**src/rtl/bcd_pkg.sv**
```systemverilog
// Shared constants and FSM state type for the digit-serial packed-BCD add/subtract datapath.
package bcd_pkg;

    localparam int unsigned DIGIT_W = 4;
    localparam logic [3:0]  BCD_MAX = 4'd9;
    localparam logic [4:0]  BCD_ADJ = 5'd6;

    typedef enum logic [1:0] {
        IDLE,
        CALC,
        DONE
    } state_t;

endpackage

```
**src/rtl/bcd_digit_cell.sv**
```systemverilog
// One BCD digit of add/subtract: optional nine's complement of b, binary add with carry,
// then +6 decimal correction when the raw sum exceeds 9.
module bcd_digit_cell
    import bcd_pkg::*;
(
    input  logic [3:0] a_d,
    input  logic [3:0] b_d,
    input  logic       c_in,
    input  logic       sub,
    output logic [3:0] digit,
    output logic       c_out
);

    logic [3:0] bd;
    logic [4:0] s;

    always_comb begin
        // Nine's complement is a plain 4-bit subtraction, so invalid digits wrap.
        bd = sub ? (BCD_MAX - b_d) : b_d;
        s  = {1'b0, a_d} + {1'b0, bd} + {4'b0000, c_in};
        if (s > {1'b0, BCD_MAX}) begin
            digit = s[3:0] + BCD_ADJ[3:0];
            c_out = 1'b1;
        end else begin
            digit = s[3:0];
            c_out = 1'b0;
        end
    end

endmodule

```
**src/rtl/bcd_serial_addsub.sv**
```systemverilog
// Multi-digit packed-BCD adder/subtractor processing one digit per clock, LSD first,
// with valid/ready handshakes on both sides and invalid-digit flagging.
module bcd_serial_addsub
    import bcd_pkg::*;
#(
    parameter int unsigned DIGITS = 4
) (
    input  logic                          clk,
    input  logic                          rst_n,
    input  logic                          in_valid,
    output logic                          in_ready,
    input  logic [DIGIT_W*DIGITS-1:0]     a,
    input  logic [DIGIT_W*DIGITS-1:0]     b,
    input  logic                          cin,
    input  logic                          sub,
    output logic                          out_valid,
    input  logic                          out_ready,
    output logic [DIGIT_W*DIGITS-1:0]     sum,
    output logic                          cout,
    output logic                          err
);

    localparam int unsigned W  = DIGIT_W * DIGITS;
    localparam int unsigned IW = $clog2(DIGITS + 1);

    state_t         state;
    state_t         state_nx;
    logic [W-1:0]   a_sh;
    logic [W-1:0]   b_sh;
    logic [W-1:0]   res;
    logic [W-1:0]   res_nx;
    logic [IW-1:0]  idx;
    logic           sub_r;
    logic           carry;
    logic           cout_r;
    logic           err_r;
    logic           bad;
    logic           last;
    logic [3:0]     digit;
    logic           c_nx;

    bcd_digit_cell u_cell (
        .a_d   (a_sh[DIGIT_W-1:0]),
        .b_d   (b_sh[DIGIT_W-1:0]),
        .c_in  (carry),
        .sub   (sub_r),
        .digit (digit),
        .c_out (c_nx)
    );

    always_comb begin
        bad = 1'b0;
        for (int unsigned k = 0; k < DIGITS; k++) begin
            if (a[k*DIGIT_W +: DIGIT_W] > BCD_MAX || b[k*DIGIT_W +: DIGIT_W] > BCD_MAX)
                bad = 1'b1;
        end
    end

    always_comb begin
        last     = (idx == IW'(DIGITS - 1));
        // New digit enters at the top; after DIGITS shifts digit 0 lands in [3:0].
        res_nx   = W'({digit, res} >> DIGIT_W);
        state_nx = state;
        case (state)
            IDLE:    if (in_valid)  state_nx = CALC;
            CALC:    if (last)      state_nx = DONE;
            DONE:    if (out_ready) state_nx = IDLE;
            default:                state_nx = IDLE;
        endcase
    end

    always_ff @(posedge clk or negedge rst_n) begin
        if (!rst_n) begin
            state <= IDLE;
        end else begin
            state <= state_nx;
        end
    end

    always_ff @(posedge clk or negedge rst_n) begin
        if (!rst_n) begin
            a_sh   <= '0;
            b_sh   <= '0;
            res    <= '0;
            idx    <= '0;
            sub_r  <= 1'b0;
            carry  <= 1'b0;
            cout_r <= 1'b0;
            err_r  <= 1'b0;
        end else begin
            case (state)
                IDLE: begin
                    if (in_valid) begin
                        a_sh  <= a;
                        b_sh  <= b;
                        sub_r <= sub;
                        carry <= sub ? ~cin : cin;
                        err_r <= bad;
                        idx   <= '0;
                    end
                end
                CALC: begin
                    a_sh  <= a_sh >> DIGIT_W;
                    b_sh  <= b_sh >> DIGIT_W;
                    res   <= res_nx;
                    carry <= c_nx;
                    idx   <= idx + IW'(1);
                    if (last)
                        cout_r <= sub_r ? ~c_nx : c_nx;
                end
                default: ;
            endcase
        end
    end

    assign in_ready  = (state == IDLE);
    assign out_valid = (state == DONE);
    assign sum       = res;
    assign cout      = cout_r;
    assign err       = err_r;

endmodule
```
**config.mk**
```make
export PLATFORM = sky130hd
export DESIGN_NAME = bcd_serial_addsub
export DESIGN_NICKNAME = d
export VERILOG_FILES = /design/src/rtl/bcd_pkg.sv /design/src/rtl/bcd_digit_cell.sv /design/src/rtl/bcd_serial_addsub.sv
export SDC_FILE = /design/constraint.sdc
export NUM_CORES = 1
export LEC_CHECK = 0
export CORE_AREA = 2 2 86 88
export DETAILED_ROUTE_END_ITERATION = 7
export DIE_AREA = 0 0 88 90
export DONT_BUFFER_PORTS = 1
export HOLD_SLACK_MARGIN = 0.12
export PLACE_DENSITY = 0.6
export SYNTH_ARGS = -nofsm -noshare
export SYNTH_HDL_FRONTEND = slang
export SYNTH_HIERARCHICAL = 1
export SYNTH_SLANG_ARGS = --single-unit
```
**constraint.sdc**
```tcl
create_clock -name clk -period 3.06 [get_ports clk]
set_input_delay 0.612 -clock clk [delete_from_list [all_inputs] [get_ports clk]]
set_output_delay 0.612 -clock clk [all_outputs]
set_load 0.005 [all_outputs]
```
==> CHANGELOG.md, run 1 <==
### Implementation results

* Run status: completed
* Combined area of the multi-input logic cells at ~0.0012 mm2
* Clock latency at the later pin of the worst-skew pair at approximately 340 ps
* Share of cell area taken by muxes after synthesis at 0.007596
* Post-route DRC at 0
* Synth warn at 6
* Kind of start point of the critical path: register
* Most numerous logic cells after layout: 120 x nand2_1, 57 x dfrtp_1, 27 x nor2_1
* Count of final hold-check violations at 0
* Crit path cell chain: xnor2_1, fa_1, inv_1, fa_1, xnor2_1, ha_1, a31o_1, o31a_2, inv_1, xor2_1, mux2_1
* Actual transition at the worst max-transition pin at roughly 500 ps
* Worst Reg-to-Reg Cells at 11
* Chip area estimate from yosys synthesis at 0.002800 mm2
* Global-route wire length before repair at roughly 9900 um
* Final sum of negative setup slack at 0 ps
* Setup Fix Bufs, Post-CTS at 0
* Placeable Area at between 0.007 and 0.008 mm2
* Count of port buffers added during placement at 0
* Global route total overflow at 0
* Area growth syn-to-layout at 8.713%
* PwrDens at 1336 mW/mm2
* Deepest clock path buffer count at 2
* Tool warnings at 26
* Post-synthesis simple-gate area fraction at 0.2498
* Post-synthesis adder-cell area fraction at 0.04558
* Proportion of synthesized flip-flops having asynchronous set or reset at 1.000
* Post-synthesis cell count from yosys at between 300 and 400
* Uppermost signal routing layer after detailed routing: met4
* Count of mapped cells out of synthesis at 321
* Number of top-level pins at roughly 58
* CTS tree: built
* Height of the die at 90 um
* Max-capacitance violation count at 0
* Clock slew at reported path FFs at 70 ps
* Number of H-tree branching levels at 3
* Iteration-0 DRC Markers at about 70
* Sequential cell area in the final layout at roughly 0.0014 mm2
* Top logic family: simple AND/OR/NAND/NOR gates
* Critical Path AT at slightly above 3000 ps
* Die ar. at approximately 0.008 mm2
* Standard-cell row count at 31
* Routed wire length at between 5000 and 6000 um
* EDFF count, synth at 0
* Effective utilization at floorplan at 0.3989
* DP Worst Slack at just under 200 ps
* Total setup violations reported at the end of the flow at 0
* CP Class: reg2reg
* Number of clock sinks seen by CTS at ~57
* TritonCTS Buffers at 9
* Detailed placement HPWL at around 3800 um
* Worst VDD drop at about 0.4 mV
* XOR/XNOR share of the synthesized area at 0.01877
* Mapped Nets at between 300 and 400
* DR WL met3 at between 400 and 500 um
* CTS Root Cell: clkbuf_8
* Initial antenna violation count at 0
* NumNets Final at ~370
* Post-route clock period utilization at 0.9417
* Floorplan die width at a little under 90 um
* GR Layer Usage met2 at 0.2336
-- run 1: cells in the mapped netlist, drive strengths merged, types with 2 or more instances --
cell type    n  area [um2]
nand2      120       450.4
ha           7       87.58
nand3       11       55.05
xor2         2       17.52
buf         19       133.9
inv         10       37.54
or2          2       12.51
dfrtp       57        1426
a21oi        3       15.01
nor2b        2       12.51
and4         2       17.52
nor2        27       101.4
a31oi       26       162.7
xnor2        4       35.03
fa           2       40.04
o21ai       13       65.06
-- run 1: worst max-delay path by stage --
stage / endpoint / slack, ps / cells past startpoint
global route: cout / 50 / 11
finish: cout / 180 / 11
global placement: cout / 270 / 11
detailed placement: cout / 200 / 11
floorplan: cout / 370 / 11
CTS: cout / 190 / 11
-- run 1: power by group --
part | internal [uW] | switching (uW)
clock network | 333 | 309
registers | 1130 | 269
logic | 853 | 1170
-- run 1: cells by family after synthesis --
family          count (synthesis)
mux                             2
fa+ha+maj                       9
xor+xnor                        6
simple gates                  169
buf+inv                        29
compound gates                 49
flops                          57
-- run 1: cell type report --
cell class / count / share of cell area
multi-input cells: 235 / 0.3958
clock buffers: 11 / 0.04973
well taps: 99 / 0.04069
repair buffers: 5 / 0.02302
clock inverters: 5 / 0.009864
inverters: 10 / 0.01233
flip-flops and latches: 57 / 0.4686
-- run 1: registers in the layout (all words and copies together), names as in the netlist --
register  flops
cout          1
carry         1
idx           3
sum          16
b_sh         16
a_sh         16
state         2
sub_r         1
err           1
-- run 1: stage by stage --
stage	total power (uW)	std cells	instance area, um2
final	4067	422	3044
after CTS	4102	422	3044
after floorplan	3080	321	2800
after global placement	3345	405	2835
after global routing	4531	422	3044
after detailed placement	3429	405	2835
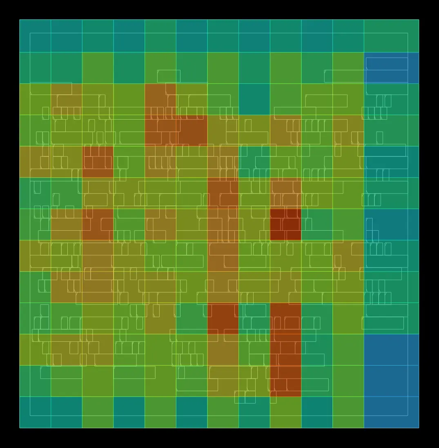
**Above:** run 1 (track usage over the die).
met3 track demand over resource in global routing: 0.06703
global-route usage over all layers: 0.1603
layer with the highest usage: met2
post-layout util: 0.4336

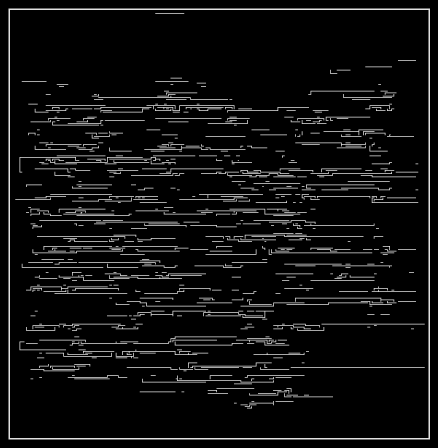
**Above:** run 1 (the metal 1 layer).
The longest straight run is 28.1 um. 334 nets have wire on it. The layer carries 2780 um of wire.

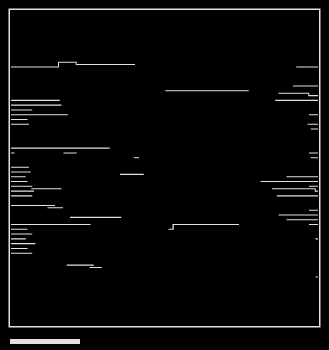
**Above:** run 1 (metal 3).
Scale bar: 20 um.
The layer holds 7.5% of the routed length. 48 nets have wire on it. The longest straight run is 27.8 um.

==> run 2, diff against run 1 <==
SKIP_CTS_REPAIR_TIMING = 1   (was not set)
clock period = 3.7 ns   (was 3.06 ns; I/O delays follow)
==> run 2 against run 1 <==
Maximum frequency grew 0.23%. Largest cell class unchanged. Design area about the same. Via count fell by 1.9%. Wire length fell by 3.4%. Sequential share of layout area about the same. Global-route usage rose by 0.14 points. Clock skew barely moved. Register-to-register slack gained 650 ps. Non-clock buffer count unchanged. Synthesized area stayed put. Combinational power down 19%.
==> CHANGELOG.md, run 2 <==
### Implementation results

* Share of cell area taken by muxes after synthesis at 0.007596
* Standard-cell row count at 31
* Area growth syn-to-layout at 8.668%
* Kind of start point of the critical path: register
* Switching power as a share of total power at 0.4210
* Tool warnings at 26
* Maximum number of pins on one net before global-route repair at about 60
* PwrDens at about 1100 mW/mm2
* CP Class: reg2reg
* Worst R2R Start: sub_r
* Proportion of synthesized flip-flops having asynchronous set or reset at 1.000
* Top logic family: simple AND/OR/NAND/NOR gates
* Most numerous logic cell after layout: nand2_1
* Yosys top cell by instances: nand2_1
* Worst setup margin at between 800 and 900 ps
* Aoi/oai-family share of the synthesized area at 0.1077
* Max-capacitance violation count at 0
* Deepest clock path buffer count at 2
* Number of distinct standard cells referenced by the synthesized netlist at 33
* R2r endpoint: cout
* Count of final hold-check violations at 0
* Number of global-route vias before repair at between 2000 and 2500
* Critical Path AT at just over 3000 ps
* Iteration-0 DRC Markers at between 100 and 150
* Most numerous logic cells after layout: 120 x nand2_1, 57 x dfrtp_1, 27 x nor2_1
* TritonRoute pass-1 iters at 4
* Clock latency at the later pin of the worst-skew pair at around 330 ps
* Maximum net fanout on the critical path at 6
* Worst VDD drop at 0.3830 mV
* Clock slew at reported path FFs at about 60 ps
* Routed wire length at approximately 5700 um
* Die ar. at about 0.0079 mm2
* Mapped Nets at about 370
* Final-layout fill cell count at approximately 730
* Final cell count without fillers at 422
* Worst reg2reg setup slack at approximately 830 ps
* Worst Reg-to-Reg Cells at 11
* TritonCTS Buffers at 9
* Internal cell power at about 1900 uW
* Count of port buffers added during placement at 0
* Floorplan die width at approximately 90 um
* Detailed placement HPWL at 3809 um
* Global route total overflow at 0
* Ratio of cells with drive above 1 in the final layout at 0.08050
* Global-route wire length before repair at a little under 10000 um
* Post-synthesis simple-gate area fraction at 0.2498
* Synth warn at 6
* Setup repair after global routing missed its margin: false
* Prevailing post-synth register cell: dfrtp_1
* Post-synthesis cell count from yosys at around 320
* EDFF count, synth at 0
* Ranking of synthesized cells by area: dfrtp_1 51%, nand2_1 16%, a31oi_1 5.8%
* Antenna Cells at 0
* NumNets Final at roughly 370
* Initial antenna violation count at 0
* CTS tree: built
* Synthesized area at between 0.002 and 0.003 mm2
* Post-route clock period utilization at 0.7770
* Post-route DRC at 0
* Total setup violations reported at the end of the flow at 0
* Cell area after layout at between 0.003 and 0.004 mm2
* Fin Clk Skew at roughly 6.2 ps
* DR WL/cell at around 13 um
* Post-Syn Area per Cell at roughly 8.7 um2
* Number of H-tree branching levels at 3
* Final sum of negative setup slack at 0 ps
* Flops out of synthesis at roughly 57
* Static leakage at 0.001461 uW
* Max Freq at about 350 MHz
* XOR/XNOR share of the synthesized area at 0.01877
* Effective utilization at floorplan at 0.3989
* Number of top-level pins at just under 60
* Share of total power in sequential cells at 0.346
* CTS Root Cell: clkbuf_8
* Biggest area consumer among synthesized cells: dfrtp_1
* Routability Congestion at approximately 0.79
* Post-synthesis adder-cell area fraction at 0.04558
* Share of power burned in the clock network at 0.163
* Per-cell via count in the routed design at between 4 and 5
* Most used standard cells in the synthesized netlist: 120 x nand2_1, 57 x dfrtp_1, 27 x nor2_1, 26 x a31oi_1
* Class of the worst hold path: in2async
* Overall power after layout at 3348 uW
* Crit path capture type: register
* Height of the die at 90 um
* Actual transition at the worst max-transition pin at between 500 and 600 ps
* Post-synth top area share at 0.5094
* Switch Pwr at 1409 uW
* WP data required at slightly below 4000 ps
* Placeable Area at around 0.0070 mm2
* Placed cell area at about 0.0028 mm2
* Number of nets with antenna violations after routing at 0
* Chip area estimate from yosys synthesis at approximately 0.0028 mm2
* Global-route usage over all layers at 0.1617
* Routed vias at 2087
* Fin crit period at approximately 2900 ps
* Comb power frac at 0.491
* Run status: completed
* Pins over their slew limit at 0
* Relative slew margins at 0.6478
* Count of mapped cells out of synthesis at 321
* Register area share after synthesis at 0.5094
* Number of clock sinks seen by CTS at between 50 and 60
* Placed Cells incl. Taps at 405
* DP Worst Slack at about 840 ps
[run 2: cell counts after synthesis]
Identical to the previous run, type by type.
[run 2: worst max-delay path by stage]
stage | startpoint | depth (start not counted) | slack (ps) | end
after global placement | sub_r | 11 | 910 | cout
after floorplan | sub_r | 11 | 1010 | cout
after global routing | sub_r | 11 | 610 | cout
final | sub_r | 11 | 830 | cout
after CTS | sub_r | 11 | 810 | cout
after detailed placement | sub_r | 11 | 840 | cout
[run 2: cell type report]
class | count | area [um2] | area share
flip-flops and latches | 57 | 1426 | 0.4688
multi-input cells | 235 | 1205 | 0.3960
clock buffers | 14 | 182.7 | 0.06003
well taps | 99 | 123.9 | 0.04071
repair buffers | 5 | 57.56 | 0.01891
inverters | 10 | 37.54 | 0.01234
clock inverters | 2 | 10.01 | 0.003289
[run 2: power by group through the flow]
stage / clock (uW) / sequential, uW / combinational [uW]
after floorplan: 0 / 1100 / 1440
after global placement: 0 / 1160 / 1580
after detailed placement: 0 / 1170 / 1630
after CTS: 568 / 1160 / 1640
after global routing: 603 / 1200 / 1940
final: 547 / 1160 / 1640
[run 2: metal layers]
layer | vias to the layer above | track usage | share of wire
met2 | 68 | 0.2481 | 0.45
met5 | - | 0 | 0
li1 | 1047 | - | -
met1 | 962 | 0.1956 | 0.44
met4 | 0 | 0.05385 | 0.015
met3 | 10 | 0.08173 | 0.087
[run 2: worst max-delay path: stages (launching register included)]
cell	delay, ps
dfrtp_1	450
xnor2_1	190
fa_1	200
inv_1	50
fa_1	390
xnor2_1	190
ha_1	250
a31o_1	210
o31a_2	380
inv_1	90
xor2_1	70
mux2_1	290
[run 2: per-stage QoR]
stage               hold WS [ps]    util
floorplan                  444.4       -
global placement           446.2  0.4021
detailed placement         446.0  0.4021
CTS                        77.49  0.4295
global route               268.4  0.4334
finish                     268.6  0.4334
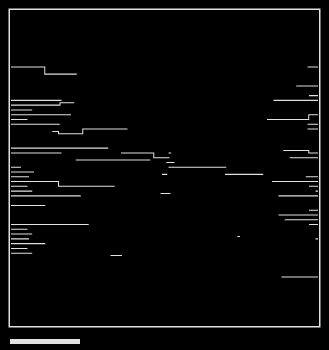
**Above:** run 2 (metal 3).
Scale bar: 20 um.
The layer holds 8.8% of the routed length. The longest straight run is 27.4 um.

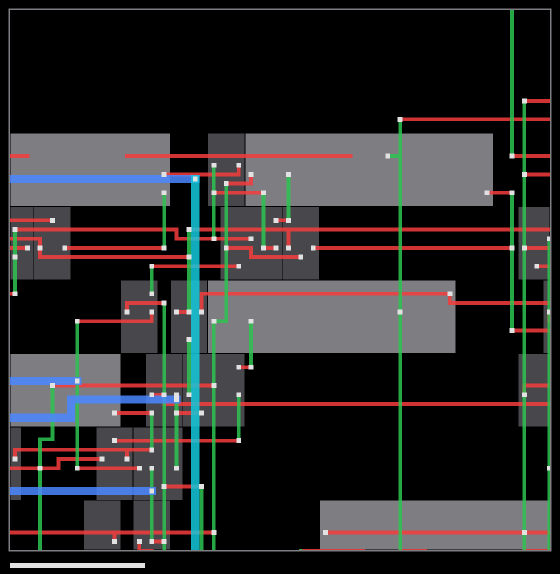
**Above:** run 2 (layout detail).
Scale bar: 5 um. Region (12, 58) to (32, 78) um. Cells in gray, sequential cells in the stronger gray; small squares are vias.
Key: M3 = blue; M1 = red; M2 = green; M4 = cyan
18 logic cells have their middle in the window. Sequential cells in the window: 4. Netlist names of flops here include b_sh (4). Most frequent: nand2_1 (6), dfrtp_1 (4), a31oi_1 (3).

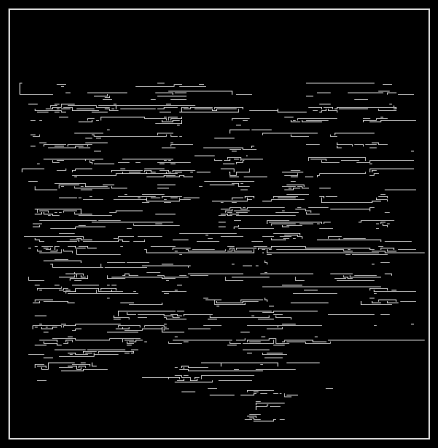
**Above:** run 2 (the metal 1 layer).
The layer carries 2510 um of wire. The wires run mostly horizontal. The longest straight run is 24.8 um.

==> run 3, diff against run 2 <==
clock period = 2.7 ns   (was 3.7 ns; I/O delays follow)
==> run 3 against run 2 <==
Wire length rose by 4.5%. Hold slack improved by 8.2 ps. Synthesized cell count is the same. Global-route usage rose by 0.19 points. Clock power rose by 28%. Maximum frequency up 9.9%. Final cell count is 1.9% higher. Register-to-register slack worse by 740 ps. Clock skew decreased by 2.2 ps.
==> CHANGELOG.md, run 3 <==
### Implementation results

* Placed Cells incl. Taps at roughly 400
* Most used standard cells in the synthesized netlist: 120 x nand2_1, 57 x dfrtp_1, 27 x nor2_1, 26 x a31oi_1
* Run status: completed
* Post-layout util at 0.4466
* CTS Root Cell: clkbuf_8
* Crit path cell chain: xnor2_2, fa_2, inv_2, fa_2, inv_2, ha_4, a31o_1, o31a_2, inv_2, xor2_1, mux2_4
* Final-layout fill cell count at a little under 700
* Clock latency at the later pin of the worst-skew pair at 340 ps
* Synth warn at 6
* Crit path capture type: register
* Routed vias at 2122
* Static leakage at roughly 0.0015 uW
* Count of mapped cells out of synthesis at between 300 and 400
* Per-cell via count in the routed design at between 4 and 5
* Post-synthesis adder-cell area fraction at 0.04558
* Die ar. at about 0.008 mm2
* Biggest area consumer among synthesized cells: dfrtp_1
* Mapped Nets at between 300 and 400
* Final sum of negative setup slack at 0 ps
* CTS tree: built
* Clock slew at reported path FFs at about 60 ps
* Critical Path AT at approximately 2800 ps
* Share of total power in sequential cells at 0.313
* Fin Clk Skew at 4.010 ps
* XOR/XNOR share of the synthesized area at 0.01877
* Maximum number of pins on one net before global-route repair at just under 60
* Number of distinct standard cells referenced by the synthesized netlist at 33
* Post-synthesis cell count from yosys at around 320
* Global-route wire length before repair at roughly 10000 um
* Share of power burned in the clock network at 0.140
* Worst hold margin at 276.9 ps
* Number of global-route vias before repair at between 2000 and 2500
* Prevailing post-synth register cell: dfrtp_1
* Synthesized area at 0.002800 mm2
* Global-route usage over all layers at 0.1636
* Worst R2R Start: sub_r
* Initial antenna violation count at 0
* Final cell count without fillers at around 430
* Antenna Cells at 0
* Routability Congestion at around 0.87
* Flops out of synthesis at approximately 57
* Height of the die at around 90 um
* Layer with the highest usage: met2
* Delay of the slowest cell on the worst path at 540 ps
* Kind of start point of the critical path: register
* Comb power frac at 0.547
* Iteration-0 DRC Markers at ~84
* Number of top-level pins at 58
* Standard-cell row count at 31
* Largest delay share family, worst path: adder cells
* WP data required at 2930 ps
* Relative slew margins at 0.5856
* Floorplan die width at between 80 and 90 um
* Total setup violations reported at the end of the flow at 0
* Chip area estimate from yosys synthesis at about 0.0028 mm2
* Placeable Area at roughly 0.0070 mm2
* Ranking of synthesized cells by area: dfrtp_1 51%, nand2_1 16%, a31oi_1 5.8%
* Maximum net fanout on the critical path at 2
* Share of cell area taken by muxes after synthesis at 0.007596
* Number of nets with antenna violations after routing at 0
* Top logic family: simple AND/OR/NAND/NOR gates
* Global route total overflow at 0
* GR Layer Usage met2 at 0.2595
* Hold Path Depth at 1
* TritonRoute pass-1 iters at 4
* NumNets Final at approximately 370
* Tool warnings at 26
* Switching power as a share of total power at 0.4166
* Register area share after synthesis at 0.5094
* Proportion of synthesized flip-flops having asynchronous set or reset at 1.000
* Internal cell power at 2928 uW
* Crit-path most repeated cell: inv_2
* DP Worst Slack at -12.37 ps
* Post-synthesis simple-gate area fraction at 0.2498
* Number of H-tree branching levels at 3
* Endpoint, Worst Hold: state[1]
* PwrDens at 1600 mW/mm2
* Worst Reg-to-Reg Cells at 11
* Post-route DRC at 0
* Count of port buffers added during placement at 0
* Max Freq at about 380 MHz
* Effective utilization at floorplan at 0.3989
* TritonCTS Buffers at 9
* CP Class: reg2reg
* Fin crit period at about 2600 ps
* EDFF count, synth at 0
* Actual transition at the worst max-transition pin at 621.6 ps
* Number of clock sinks seen by CTS at approximately 57
* Ratio of cells with drive above 1 in the final layout at 0.1239
* Count of final hold-check violations at 0
* Worst path bufs/invs at 3
* Class of the worst hold path: in2reg
* Most numerous logic cell after layout: nand2_1
* Yosys top cell by instances: nand2_1
* Worst setup margin at roughly 83 ps
* Worst VDD drop at slightly above 0.5 mV
* R2r endpoint: cout
* Post-synth top area share at 0.5094
* Area growth syn-to-layout at 11.98%
* Aoi/oai-family share of the synthesized area at 0.1077
* Most numerous logic cells after layout: 120 x nand2_1, 57 x dfrtp_1, 27 x nor2_1
* Deepest clock path buffer count at 2
* Switch Pwr at approximately 2100 uW
* Post-Syn Area per Cell at 8.723 um2
* CP max stage cell: fa_2
* Routed wire length at just under 6000 um
* Post-route clock period utilization at 0.9693
* Worst reg2reg setup slack at around 83 ps
* Detailed placement HPWL at between 3000 and 4000 um
* Max-capacitance violation count at 0
* Pins over their slew limit at 0
## run 3: cell counts after synthesis
Identical to the previous run, type by type.
## run 3: worst max path at each step
stage / slack, ps / endpoint / cells after the start / start
after detailed placement: -10 / cout / 11 / b_sh[0]
after floorplan: 10 / cout / 11 / sub_r
final: 80 / cout / 11 / sub_r
after global placement: 40 / cout / 11 / b_sh[0]
after CTS: -30 / cout / 11 / b_sh[0]
after global routing: -7 / cout / 11 / sub_r
## run 3: power by group through the flow
stage               logic (uW)  registers, uW  clock network [uW]
floorplan                 1980           1510                   0
global placement          2340           1570                   0
detailed placement        2410           1580                   0
CTS                       2430           1570                 729
global route              3140           1630                 772
finish                    2750           1570                 702
## run 3: logic make-up (layout without fill, tap and decap cells)
kind of cell,count (synthesis),in the layout
AOI/OAI and AO/OA,49,49
xor gates and xnor gates,6,6
adders and majority gates,9,9
buffers and inverters,29,39
DFF,57,57
muxes,2,2
and+or+nand+nor,169,169
## run 3: layout make-up
cell class,instances,area [um2],share of cell area
flip-flops and latches,57,1426,0.4549
multi-input cells,235,1241,0.3958
clock buffers,13,158.9,0.05068
repair buffers,13,132.6,0.04230
well taps,99,123.9,0.03951
inverters,10,37.54,0.01197
clock inverters,3,15.01,0.004789
## run 3: per-stage QoR
| stage | instance area, um2 | power [uW] |
|---|---|---|
| after floorplan | 2800 | 3491 |
| after global placement | 2865 | 3908 |
| after detailed placement | 2865 | 3992 |
| after CTS | 3039 | 4725 |
| after global routing | 3136 | 5542 |
| final | 3136 | 5018 |
## run 3: layer usage
metal | vias up | routed length [um]
met1 | 983 | 2590
met5 | - | 0
li1 | 1062 | -
met4 | 0 | 101
met2 | 65 | 2749
met3 | 12 | 488
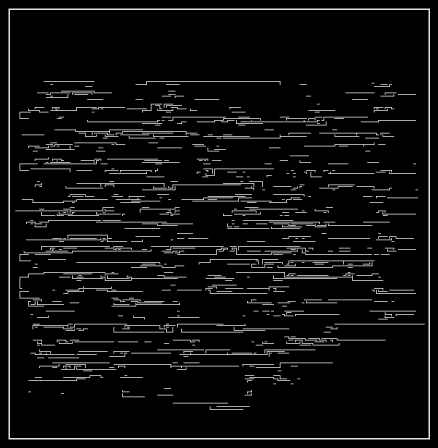
**Above:** run 3 (the metal 1 layer).
The layer carries 2590 um of wire. The layer holds 44% of the routed length.

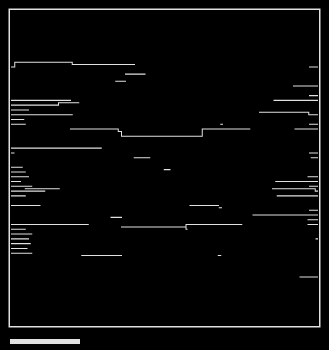
**Above:** run 3 (metal 3).
Scale bar: 20 um.
The layer carries 489 um of wire. The longest straight run is 25.5 um.

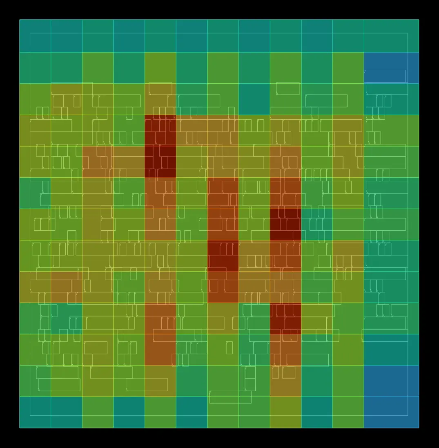
**Above:** run 3 (track usage over the die).
met1 track demand over resource: 0.1897
DR WL/cell: 13.79 um
met3 track demand over resource in global routing: 0.07713

Power is estimated from default activity; no workload was simulated.
